File: src/rtl/univ_shift_reg.sv
// Parametrised universal shift register: hold/load/clear plus multi-step shift, rotate and
// arithmetic-shift commands with serial in/out and a start/busy/done handshake.
module univ_shift_reg #(
   parameter int unsigned WIDTH = 8,
   localparam int unsigned CW = $clog2(WIDTH + 1)
) (
   input  logic             clk,
   input  logic             reset,
   input  logic             start,
   input  logic [2:0]       mode,
   input  logic [CW-1:0]    count,
   input  logic [WIDTH-1:0] d,
   input  logic             sin,
   output logic [WIDTH-1:0] q,
   output logic             sout,
   output logic             busy,
   output logic             done
);

   typedef enum logic [2:0] {
      ModeNop   = 3'b000,
      ModeShl   = 3'b001,
      ModeShr   = 3'b010,
      ModeLoad  = 3'b011,
      ModeRol   = 3'b100,
      ModeRor   = 3'b101,
      ModeAsr   = 3'b110,
      ModeClear = 3'b111
   } mode_e;

   typedef enum logic {StIdle, StShift} state_e;

   state_e           state_q, state_d;
   logic [2:0]       mode_q, mode_d;
   logic [CW-1:0]    rem_q, rem_d;
   logic [WIDTH-1:0] q_q, q_d;
   logic             sout_q, sout_d;
   logic             done_q, done_d;

   logic [WIDTH-1:0] step_val;
   logic             step_out;
   logic [CW-1:0]    eff_count;

   // One single-bit step of the latched multi-step mode.
   always_comb begin
      step_val = q_q;
      step_out = sout_q;
      case (mode_q)
         ModeShl: begin
            step_val = {q_q[WIDTH-2:0], sin};
            step_out = q_q[WIDTH-1];
         end
         ModeShr: begin
            step_val = {sin, q_q[WIDTH-1:1]};
            step_out = q_q[0];
         end
         ModeRol: begin
            step_val = {q_q[WIDTH-2:0], q_q[WIDTH-1]};
            step_out = q_q[WIDTH-1];
         end
         ModeRor: begin
            step_val = {q_q[0], q_q[WIDTH-1:1]};
            step_out = q_q[0];
         end
         ModeAsr: begin
            step_val = {q_q[WIDTH-1], q_q[WIDTH-1:1]};
            step_out = q_q[0];
         end
         default: ;
      endcase
   end

   assign eff_count = (count > CW'(WIDTH)) ? CW'(WIDTH) : count;

   always_comb begin
      state_d = state_q;
      mode_d  = mode_q;
      rem_d   = rem_q;
      q_d     = q_q;
      sout_d  = sout_q;
      done_d  = 1'b0;
      case (state_q)
         StIdle: begin
            if (start) begin
               case (mode)
                  ModeNop: done_d = 1'b1;
                  ModeLoad: begin
                     q_d    = d;
                     done_d = 1'b1;
                  end
                  ModeClear: begin
                     q_d    = '0;
                     done_d = 1'b1;
                  end
                  default: begin
                     // A zero-length shift completes immediately, like a NOP.
                     if (count == '0) begin
                        done_d = 1'b1;
                     end else begin
                        mode_d  = mode;
                        rem_d   = eff_count;
                        state_d = StShift;
                     end
                  end
               endcase
            end
         end
         StShift: begin
            q_d    = step_val;
            sout_d = step_out;
            rem_d  = rem_q - 1'b1;
            if (rem_q == CW'(1)) begin
               state_d = StIdle;
               done_d  = 1'b1;
            end
         end
         default: state_d = StIdle;
      endcase
   end

   always_ff @(posedge clk or negedge reset) begin
      if (!reset) begin
         state_q <= StIdle;
         mode_q  <= 3'b000;
         rem_q   <= '0;
         q_q     <= '0;
         sout_q  <= 1'b0;
         done_q  <= 1'b0;
      end else begin
         state_q <= state_d;
         mode_q  <= mode_d;
         rem_q   <= rem_d;
         q_q     <= q_d;
         sout_q  <= sout_d;
         done_q  <= done_d;
      end
   end

   assign q    = q_q;
   assign sout = sout_q;
   assign busy = (state_q == StShift);
   assign done = done_q;

endmodule

File: config.mk
export PLATFORM = sky130hd
export DESIGN_NAME = univ_shift_reg
export DESIGN_NICKNAME = d
export VERILOG_FILES = /design/src/rtl/univ_shift_reg.sv
export SDC_FILE = /design/constraint.sdc
export NUM_CORES = 1
export LEC_CHECK = 0
export CAP_MARGIN = 40
export CORE_ASPECT_RATIO = 1.1
export CORE_UTILIZATION = 42
export DETAILED_ROUTE_END_ITERATION = 10
export PLACE_DENSITY = 0.83
export REMOVE_ABC_BUFFERS = 1
export SYNTH_ARGS = -nofsm -noshare
export SYNTH_HDL_FRONTEND = slang
export SYNTH_SLANG_ARGS = --single-unit
File: constraint.sdc
create_clock -name clk -period 3.5 [get_ports clk]
set_input_delay 1.05 -clock clk [delete_from_list [all_inputs] [get_ports clk]]
set_output_delay 1.05 -clock clk [all_outputs]
set_load 0.02 [all_outputs]
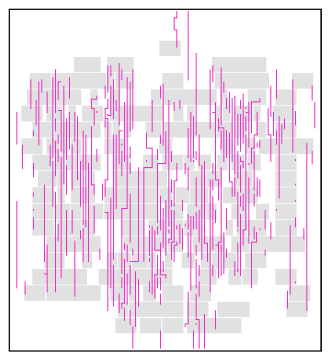
layer_met2.png
Drawn at 6 px/um. Cells faint in the background.
longest straight run	27.9 um
nets with wire on the layer	150
wire length on this layer	1,410 um
share of all routed wire	49%
main direction	vertical

==> summary.txt <==
flow finished, numbers: status=complete, no violations, yosys cell count=125, Synthesis Warnings=0, Clk. pwr=130 uW, CTS buffer count=3, Cell Type Count=36, critical path class=input port to flop, # IOs=30, Register-to-Register Path Depth=4, largest area contributor in the netlist=dfrtp_1, CP Cell Sequence=clkdlybuf4s50_1, nor3_1, a21o_1, nor3_1, mux2_2, P_comb=867 uW, CP dominant cell by count=nor3_1, EDFF count, synth=0, Antenna Violating Nets Remaining=0, clock sink count=18, Die Span Y=56.7 um, final core utilization=58.5%, Hold EP=q[7]$_DFFE_PN0P_, cell count after synthesis=125, seq pwr=462 uW, P_leak=0.000612 uW, post-DR vias/cell=6.09, crit path launch=mode[1], busiest layer in global routing=met2, Crit path largest cell delay=560 ps, FFs w/ async S/R, synth=100%, Longest Clk Path Bufs=2, Chip Area, Yosys=1140 um2, synth-to-layout area growth=30.3%, DRT Wirelength=2890 um, clock power share=8.9%, Max-Cap Viols=0, crit path capture=mode_q[0]$_DFFE_PN0P_, Crit path required time=3680 ps, gr usage total=20.5%, Hold Slack=554 ps, first-pass GRT wire length=4590 um, Cell Pwr Density=980 nW/um2, DRT Pass-1 Iters=4, Worst Path Buf+Inv=1, most frequent cells in the layout=clkdlybuf4s50_1 (29), dfrtp_1 (18), inv_1 (9), Layout Cells excl Fill=184, Worst Tran Pin Value=692 ps, Crit-path slowest cell=clkdlybuf4s50_1, Peak VDD IR=0.579 mV, grt ovf=0, endpoints failing hold=0, Post-CTS Resized=0, unrepaired setup endpoints after global routing=false, finished layout cell area=1490 um2, row cnt=19, H-tree depth=1, fraction of layout cells with a size suffix above 1=6.54%, most frequent logic cell in the layout=clkdlybuf4s50_1, worst hold path startpoint=q[7]$_DFFE_PN0P_, Latency at later pin=290 ps, number of global-route vias before repair=1,046, most frequent cell after synthesis=dfrtp_1, DRT met1 WL=1260 um, crit-path max FO=6, Setup TNS Final=0 ps, post-CTS repair timing setup buffer count=0, drt wl/cell=15.7 um, fmax=0.388 GHz, core area=2540 um2, drt drc=0, Tot Pwr=1460 uW, Comb pwr share=59.4%, Layout Skew=0.938 ps, setup ws final=922 ps, met3 GRT Util=2.98%, Synth flops=18, FF-to-FF Start=mode_q[1]$_DFFE_PN0P_, Post-DP HPWL=2150 um, sequential share of power=31.7%, initial antenna violation count=0, Hold Path Depth=2, Int Power=793 uW, Sw Ratio=45.7%, antenna fix cells=0, full die area=2930 um2, Via Count=1,120, clock period minus worst slack=2580 ps, final setup violation count=0, root buffer cell=clkbuf_4, RR Endpoint=q[6]$_DFFE_PN0P_, Synth area leaders=dfrtp_1 (39%), a221o_1 (4.4%), nand2b_1 (3.8%), o221ai_1 (3.1%), inv_1 (3.0%), placed cell count=180, Final period util=73.6%, Worst Setup Start Kind=input port, NumNets Final=175, Post-Syn Area per Cell=9.14 um2, commonest cells in the netlist=dfrtp_1 (18), inv_1 (9), nand2_1 (8), nor2_1 (8), nand2b_1 (7), Dominant flop cell=dfrtp_1, crit end category=flop, clock-pin slew on the worst setup and hold paths=110 ps, metal2 WL=1410 um, area post-placement=1450 um2, synthesized cell area=1140 um2, Port Buffer Count=29, Slew HR=53.7%, Place WS=618 ps, Log Warnings=26, Initial DRC Count=29
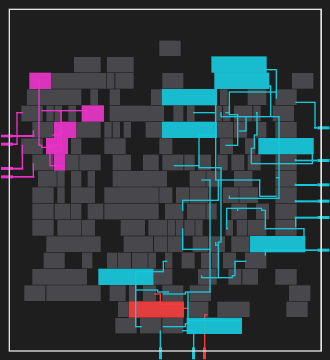
io_fan.png
Drawn at 6 px/um.
color	port	direction	end cells	buffers	wire
magenta	count	input	6	4	65.1 um
red	sout	output	1	1	14.0 um
cyan	q	output	8	8	318 um

sequential cells by signal, indices dropped and copies added (netlist names):
| register | flops |
|---|---|
| q | 8 |
| rem_q | 4 |
| mode_q | 3 |
| busy | 1 |
| done | 1 |
| sout | 1 |
cells by family after synthesis:
group	Yosys count	synth area share [%]
flip-flops	18	39.4
XOR/XNOR	3	2.30
adder cells (fa/ha/maj)	2	2.19
buffers and inverters	16	6.57
multiplexers	4	3.83
AND/OR/NAND/NOR	41	19.3
AND-OR/OR-AND	41	26.4
cell type report:
type	count	area (um2)
Clock buffer	4	36.3
Fill cell	234	1050
Inverter	9	33.8
Multi-Input combinational cell	91	617
Sequential cell	18	450
Tap cell	31	38.8
Timing Repair Buffer	31	313
Power and IR drop assume default switching activity.
